File: config.mk
export PLATFORM = sky130hd
export DESIGN_NAME = alu_arbiter
export DESIGN_NICKNAME = d
export VERILOG_FILES = /design/src/rtl/alu_arbiter.sv
export SDC_FILE = /design/constraint.sdc
export NUM_CORES = 1
export LEC_CHECK = 0
export CORE_UTILIZATION = 45
export CTS_CLUSTER_SIZE = 12
export DETAILED_ROUTE_END_ITERATION = 6
export PLACE_DENSITY = 0.85
export REMOVE_ABC_BUFFERS = 1
export SYNTH_ARGS = -nofsm -noshare
export SYNTH_HDL_FRONTEND = slang
export SYNTH_SLANG_ARGS = --single-unit
export TNS_END_PERCENT = 100
File: constraint.sdc
create_clock -name clk -period 2.63 [get_ports clk]
set_input_delay 0.526 -clock clk [delete_from_list [all_inputs] [get_ports clk]]
set_output_delay 0.526 -clock clk [all_outputs]
set_load 0.02 [all_outputs]
File: src/rtl/alu_arbiter.sv
// Round-robin front end that lets two requesters share one external ALU:
// grant, hold operands for the ALU, capture its result, hand it back.
package alu_arbiter_pkg;
  typedef enum logic [3:0] {
    kADD  = 4'h0,
    kADDI = 4'h1,
    kSUB  = 4'h2,
    kAND  = 4'h3,
    kOR   = 4'h4,
    kXOR  = 4'h5,
    kPUSH = 4'h6,
    kBEQ  = 4'h7,
    kBNE  = 4'h8
  } alu_op_e;
endpackage

module alu_arbiter
  import alu_arbiter_pkg::*;
#(
  parameter int W = 8
) (
  input  logic         clk,
  input  logic         rst_n,
  input  logic         req0_valid,
  output logic         req0_ready,
  input  logic [3:0]   req0_op,
  input  logic [W-1:0] req0_a,
  input  logic [W-1:0] req0_b,
  input  logic [1:0]   req0_imm,
  input  logic         req0_ci,
  input  logic         req0_acc_we,
  input  logic         req1_valid,
  output logic         req1_ready,
  input  logic [3:0]   req1_op,
  input  logic [W-1:0] req1_a,
  input  logic [W-1:0] req1_b,
  input  logic [1:0]   req1_imm,
  input  logic         req1_ci,
  input  logic         req1_acc_we,
  output logic         rsp_valid,
  input  logic         rsp_ready,
  output logic         rsp_id,
  output logic [W-1:0] rsp_rslt,
  output logic         rsp_co,
  output logic         rsp_z,
  output logic [3:0]   alu_op,
  output logic [W-1:0] alu_a,
  output logic [W-1:0] alu_b,
  output logic [W-1:0] alu_acc,
  output logic [1:0]   alu_imm,
  output logic         alu_ci,
  input  logic [W-1:0] alu_rslt,
  input  logic         alu_co,
  input  logic         alu_z,
  output logic [15:0]  op_cnt
);

  typedef enum logic [1:0] {S_IDLE, S_EXEC, S_RESP} state_e;

  typedef struct packed {
    alu_op_e      op;
    logic [W-1:0] a;
    logic [W-1:0] b;
    logic [1:0]   imm;
    logic         ci;
    logic         we;
    logic         id;
  } cmd_t;

  typedef struct packed {
    logic [W-1:0] rslt;
    logic         co;
    logic         z;
  } rsp_t;

  state_e       state_q, state_d;
  cmd_t         cmd_q, cmd_d;
  rsp_t         rsp_q, rsp_d;
  logic [W-1:0] acc_q, acc_d;
  logic [15:0]  op_cnt_q, op_cnt_d;
  logic         last_q, last_d;
  logic         grant_vld;
  logic         grant_id;

  always_comb begin
    // NOTE: every signal written here gets a default first so no path leaves it unassigned (no latch).
    state_d    = state_q;
    cmd_d      = cmd_q;
    rsp_d      = rsp_q;
    acc_d      = acc_q;
    op_cnt_d   = op_cnt_q;
    last_d     = last_q;
    req0_ready = 1'b0;
    req1_ready = 1'b0;
    grant_vld  = req0_valid | req1_valid;
    // On a tie the requester that did not win last time goes first.
    grant_id   = (req0_valid && req1_valid) ? ~last_q : ~req0_valid;

    unique case (state_q)
      S_IDLE: begin
        // ready is gated by rst_n so no grant is offered while reset is held.
        if (grant_vld && rst_n) begin
          req0_ready = ~grant_id;
          req1_ready = grant_id;
          last_d     = grant_id;
          cmd_d.op   = alu_op_e'(grant_id ? req1_op : req0_op);
          cmd_d.a    = grant_id ? req1_a      : req0_a;
          cmd_d.b    = grant_id ? req1_b      : req0_b;
          cmd_d.imm  = grant_id ? req1_imm    : req0_imm;
          cmd_d.ci   = grant_id ? req1_ci     : req0_ci;
          cmd_d.we   = grant_id ? req1_acc_we : req0_acc_we;
          cmd_d.id   = grant_id;
          state_d    = S_EXEC;
        end
      end
      S_EXEC: begin
        rsp_d.rslt = alu_rslt;
        rsp_d.co   = alu_co;
        rsp_d.z    = alu_z;
        if (cmd_q.we) acc_d = alu_rslt;
        state_d = S_RESP;
      end
      S_RESP: begin
        if (rsp_ready) begin
          op_cnt_d = op_cnt_q + 16'd1;
          state_d  = S_IDLE;
        end
      end
      default: state_d = S_IDLE;
    endcase
  end

  // NOTE: payload registers are reset too, because they drive the alu_* outputs directly.
  always_ff @(posedge clk or negedge rst_n) begin
    if (!rst_n) begin
      state_q  <= S_IDLE;
      cmd_q    <= '0;
      rsp_q    <= '0;
      acc_q    <= '0;
      op_cnt_q <= '0;
      last_q   <= 1'b1;
    end else begin
      // NOTE: non-blocking assignments so every flop samples the pre-edge values.
      state_q  <= state_d;
      cmd_q    <= cmd_d;
      rsp_q    <= rsp_d;
      acc_q    <= acc_d;
      op_cnt_q <= op_cnt_d;
      last_q   <= last_d;
    end
  end

  assign rsp_valid = (state_q == S_RESP);
  assign rsp_id    = cmd_q.id;
  assign rsp_rslt  = rsp_q.rslt;
  assign rsp_co    = rsp_q.co;
  assign rsp_z     = rsp_q.z;
  assign alu_op    = cmd_q.op;
  assign alu_a     = cmd_q.a;
  assign alu_b     = cmd_q.b;
  assign alu_imm   = cmd_q.imm;
  assign alu_ci    = cmd_q.ci;
  assign alu_acc   = acc_q;
  assign op_cnt    = op_cnt_q;

endmodule

Fig. 1: run 1, PDN straps and rails
Scale bar: 20 um. Pins as bars on the die edge.
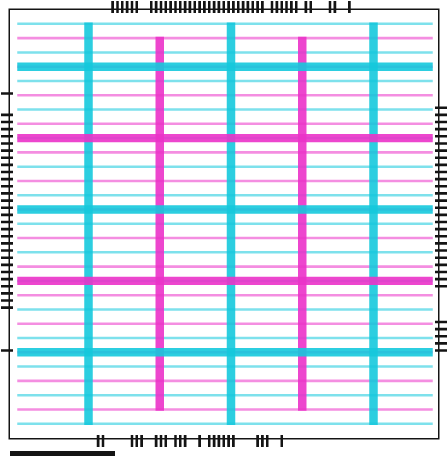
color	net
magenta	VDD
cyan	VSS
met5 straps	5
rows	28
met1 rails	29
signal pins	124
met4 straps	5

Fig. 2: run 1, cells colored by class
Scale bar: 20 um.
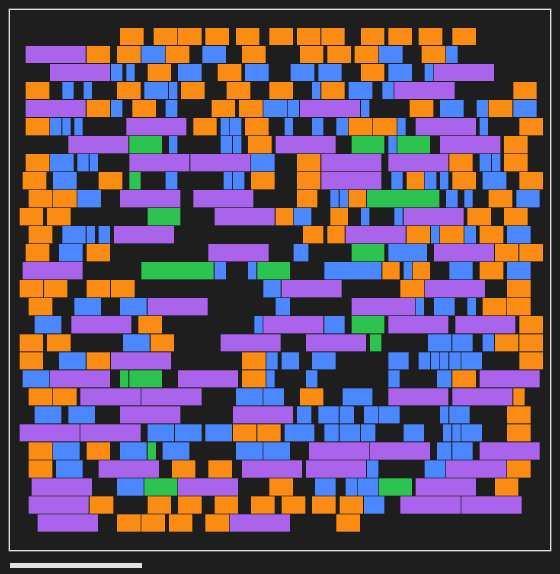
color	class	cells	share of their area
green	clock drivers and dummy loads	16	5.2%
purple	registers	62	38%
blue	remaining logic cells	146	26%
orange	remaining buffers and delay cells	130	31%

==> metrics.yaml, run 1 <==
cp.depth: 5
final-comb-area_sq_um: 1054
synthSimpleGateAreaFrac_pct: 11.04
tritoncts: "yes"
seq_cell_power_w: 0.00152
p_comb_w: 0.00180
r2r_start: "state_q[1]$_DFFE_PN0P_"
yosys.area.top_type: "dfrtp_1"
root_buffer: "clkbuf_8"
lay_top_count: "clkdlybuf4s50_1"
cp-endpoint: "req0_ready"
powerDensity_nw_per_um2: 1005
comb_share_pct: 25.09
dp_hpwl_mm: 4.528
power_switching_w: 0.001425
synth_cell_types: 29
slew-limit-headroom_pct: 48.56
criticalPathCategory: "input port to output pin"
final_nets: 413
top_cells_by_count: "dfrtp_1 (61), nor2_1 (31), buf_4 (25)"
final.clkbuf_count: 12
fp_util_pct: 47.22
numPortBuffers: 123
min_period_ps: 2378
dr.pass1.iters: 4
cpMaxStageDelayCell: "clkdlybuf4s50_1"
start_kind: "input port"
max_freq_mhz: 420.6
critPathTopFamily: "buffers and inverters"
worstPathMaxFanout: 3
syn_inst: 238
status: "finished clean"
ys_sh_aoi_pct: 4.969
warnings: 25
placed_cells: 413
dieArea_sq_um: 6645
crit_path_end_kind: "output pin"
coreArea_sq_um: 6026
instances_no_fill: 429
wirelength_mm: 6.054
taps: 75
cpPeakStageDelay_ps: 490
diodes: 0
period_used_pct: 90.40
lay_top_cells: "clkdlybuf4s50_1 (120), dfrtp_1 (61), nor2_1 (31)"
grt_max_degree: 63
seq_area_sq_um: 1553
top_area_share_pct: 53.65
maxPowerGroup: "combinational logic"
ys_sh_mux_pct: 15.96
finalHoldViolations: 0
clk_share_pct: 5.125
reg2regPathDepth: 4
grt_usage_pct: 18.88
reg2reg_to: "alu_a[1]$_DFFE_PN0P_"
xor_share_pct: 4.617
Fig. 3: run 1, clock network drawn from the DEF
Scale bar: 20 um.
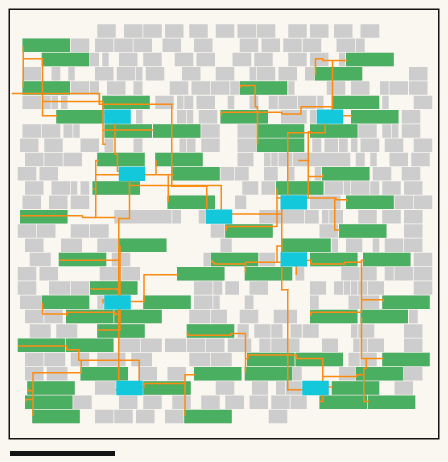
[green] flip-flops | count: 62
[cyan] clock-net drivers | count: 9
[orange] clock wires | length: 744 um
flops lie	widely spread
Clock power frac: 21.5%
Power Clock: 0.000906 W
Clock Skew: 5.701 ps

run 1: metal layers:
metal	vias to the layer above	part of all wire, %	track usage, %
met5	-	0	0
met4	0	1.3	9.107
met3	9	7.7	7.111
met2	68	50	29.67
met1	1006	41	22.71
li1	1018	-	-
run 1: metrics by stage:
| step | worst slack (ps) | area [sq um] | total power [W] |
|---|---|---|---|
| floorplan | -166.4 | 2614 | 0.002401 |
| global placement | -17.82 | 3986 | 0.003298 |
| detailed placement | -50.77 | 3986 | 0.003361 |
| CTS | 229.7 | 4199 | 0.004278 |
| global route | 148.5 | 4199 | 0.004458 |
| finish | 252.4 | 4199 | 0.004222 |
--- run 2 (diff from run 1) ---
--- a/config.mk
+++ b/config.mk
@@ -10,6 +10,7 @@
 export DETAILED_ROUTE_END_ITERATION = 6
 export PLACE_DENSITY = 0.85
 export REMOVE_ABC_BUFFERS = 1
+export SLEW_MARGIN = 25
 export SYNTH_ARGS = -nofsm -noshare
 export SYNTH_HDL_FRONTEND = slang
 export SYNTH_SLANG_ARGS = --single-unit
Fig. 4: run 2, signal wires by layer
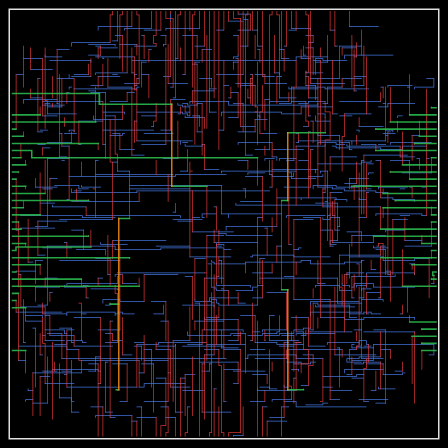
color	layer	wire length
blue	M1	2510 um
orange	M4	80.2 um
green	M3	466 um
red	M2	3000 um
WL per Instance: 14.11 um
total track usage: 18.88%

==> run 2 against run 1 <==
  * Critical path type unchanged
  * Synthesized cell count unchanged
  * Sequential share of layout area unchanged
  * Fmax unchanged
  * Largest power group unchanged
  * Clock skew unchanged
==> metrics.yaml, run 2 <==
status: "finished clean"
warnings: 25  # unchanged
numPortBuffers: 123  # unchanged
p_clk_w: 0.000906  # about the same
power_switching_w: 0.001425  # unchanged
final_nets: 413  # unchanged
yosys.area.top_type: "dfrtp_1"
criticalPathCategory: "input port to output pin"
root_buffer: "clkbuf_8"
place_area_sq_um: 3986  # unchanged
taps: 75  # unchanged
p_total_w: 0.004222  # unchanged
seq_cell_power_w: 0.00152  # about the same
final.clkbuf_count: 12  # unchanged
reg2reg_to: "alu_a[1]$_DFFE_PN0P_"
xor_share_pct: 4.617  # unchanged
period_used_pct: 90.40  # unchanged
skew_ps: 5.701  # unchanged
r2r_start: "state_q[1]$_DFFE_PN0P_"
lay_top_cells: "clkdlybuf4s50_1 (120), dfrtp_1 (61), nor2_1 (31)"
synthSimpleGateAreaFrac_pct: 11.04  # unchanged
instances_no_fill: 429  # unchanged
tritoncts: "yes"
powerDensity_nw_per_um2: 1005  # unchanged
worstPathMaxFanout: 3  # unchanged
seq_area_sq_um: 1553  # unchanged
cp-endpoint: "req0_ready"
finalWorstSetupSlack_ps: 252.4  # unchanged
clk_share_pct: 5.125  # unchanged
p_comb_w: 0.00180  # about the same
ys_sh_mux_pct: 15.96  # unchanged
placed_cells: 413  # unchanged
top_cells_by_count: "dfrtp_1 (61), nor2_1 (31), buf_4 (25)"
dp_hpwl_mm: 4.528  # unchanged
crit_path_end_kind: "output pin"
min_period_ps: 2378  # unchanged
met1_usage_pct: 22.71  # unchanged
fp_util_pct: 47.22  # unchanged
coreArea_sq_um: 6026  # unchanged
ys_sh_aoi_pct: 4.969  # unchanged
syn_inst: 238  # unchanged
final-comb-area_sq_um: 1054  # unchanged
comb_share_pct: 25.09  # unchanged
pre_cts_slack_ps: -50.77  # unchanged
p_clk_share_pct: 21.5  # about the same
Fig. 5: run 2, congestion heat map
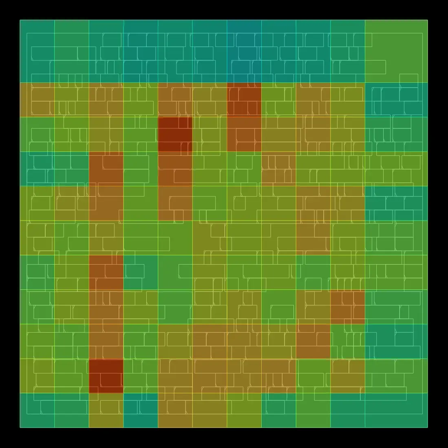
GR Util met3: 7.111%
global routing usage on met2: 29.67%

run 2: layer usage:
layer	vias to the layer above	part of all wire, %
li1	1018	-
met1	1006	41
met2	68	50
met3	9	7.7
met4	0	1.3
met5	-	0
run 2: logic make-up (layout without fill, tap and decap cells):
| family | after synthesis | count (layout) |
|---|---|---|
| flops | 62 | 62 |
| simple gates | 59 | 59 |
| mux | 43 | 43 |
| buf+inv | 32 | 148 |
| compound gates | 26 | 26 |
| xor+xnor | 15 | 15 |
| fa+ha+maj | 1 | 1 |
run 2: timing repair:
action / CTS / global route
resized: 2 / 0
setup endpoints to repair: 2 / 0
hold buffers: 0 / 0
run 2: critical path, stage by stage:
cell and delay (ps):
clkdlybuf4s50_1 490, nor2_1 80, nor4b_4 240, and2b_1 170, dlygate4sd2_1 350
No activity file was given, so power comes from the tool's default toggle rates.
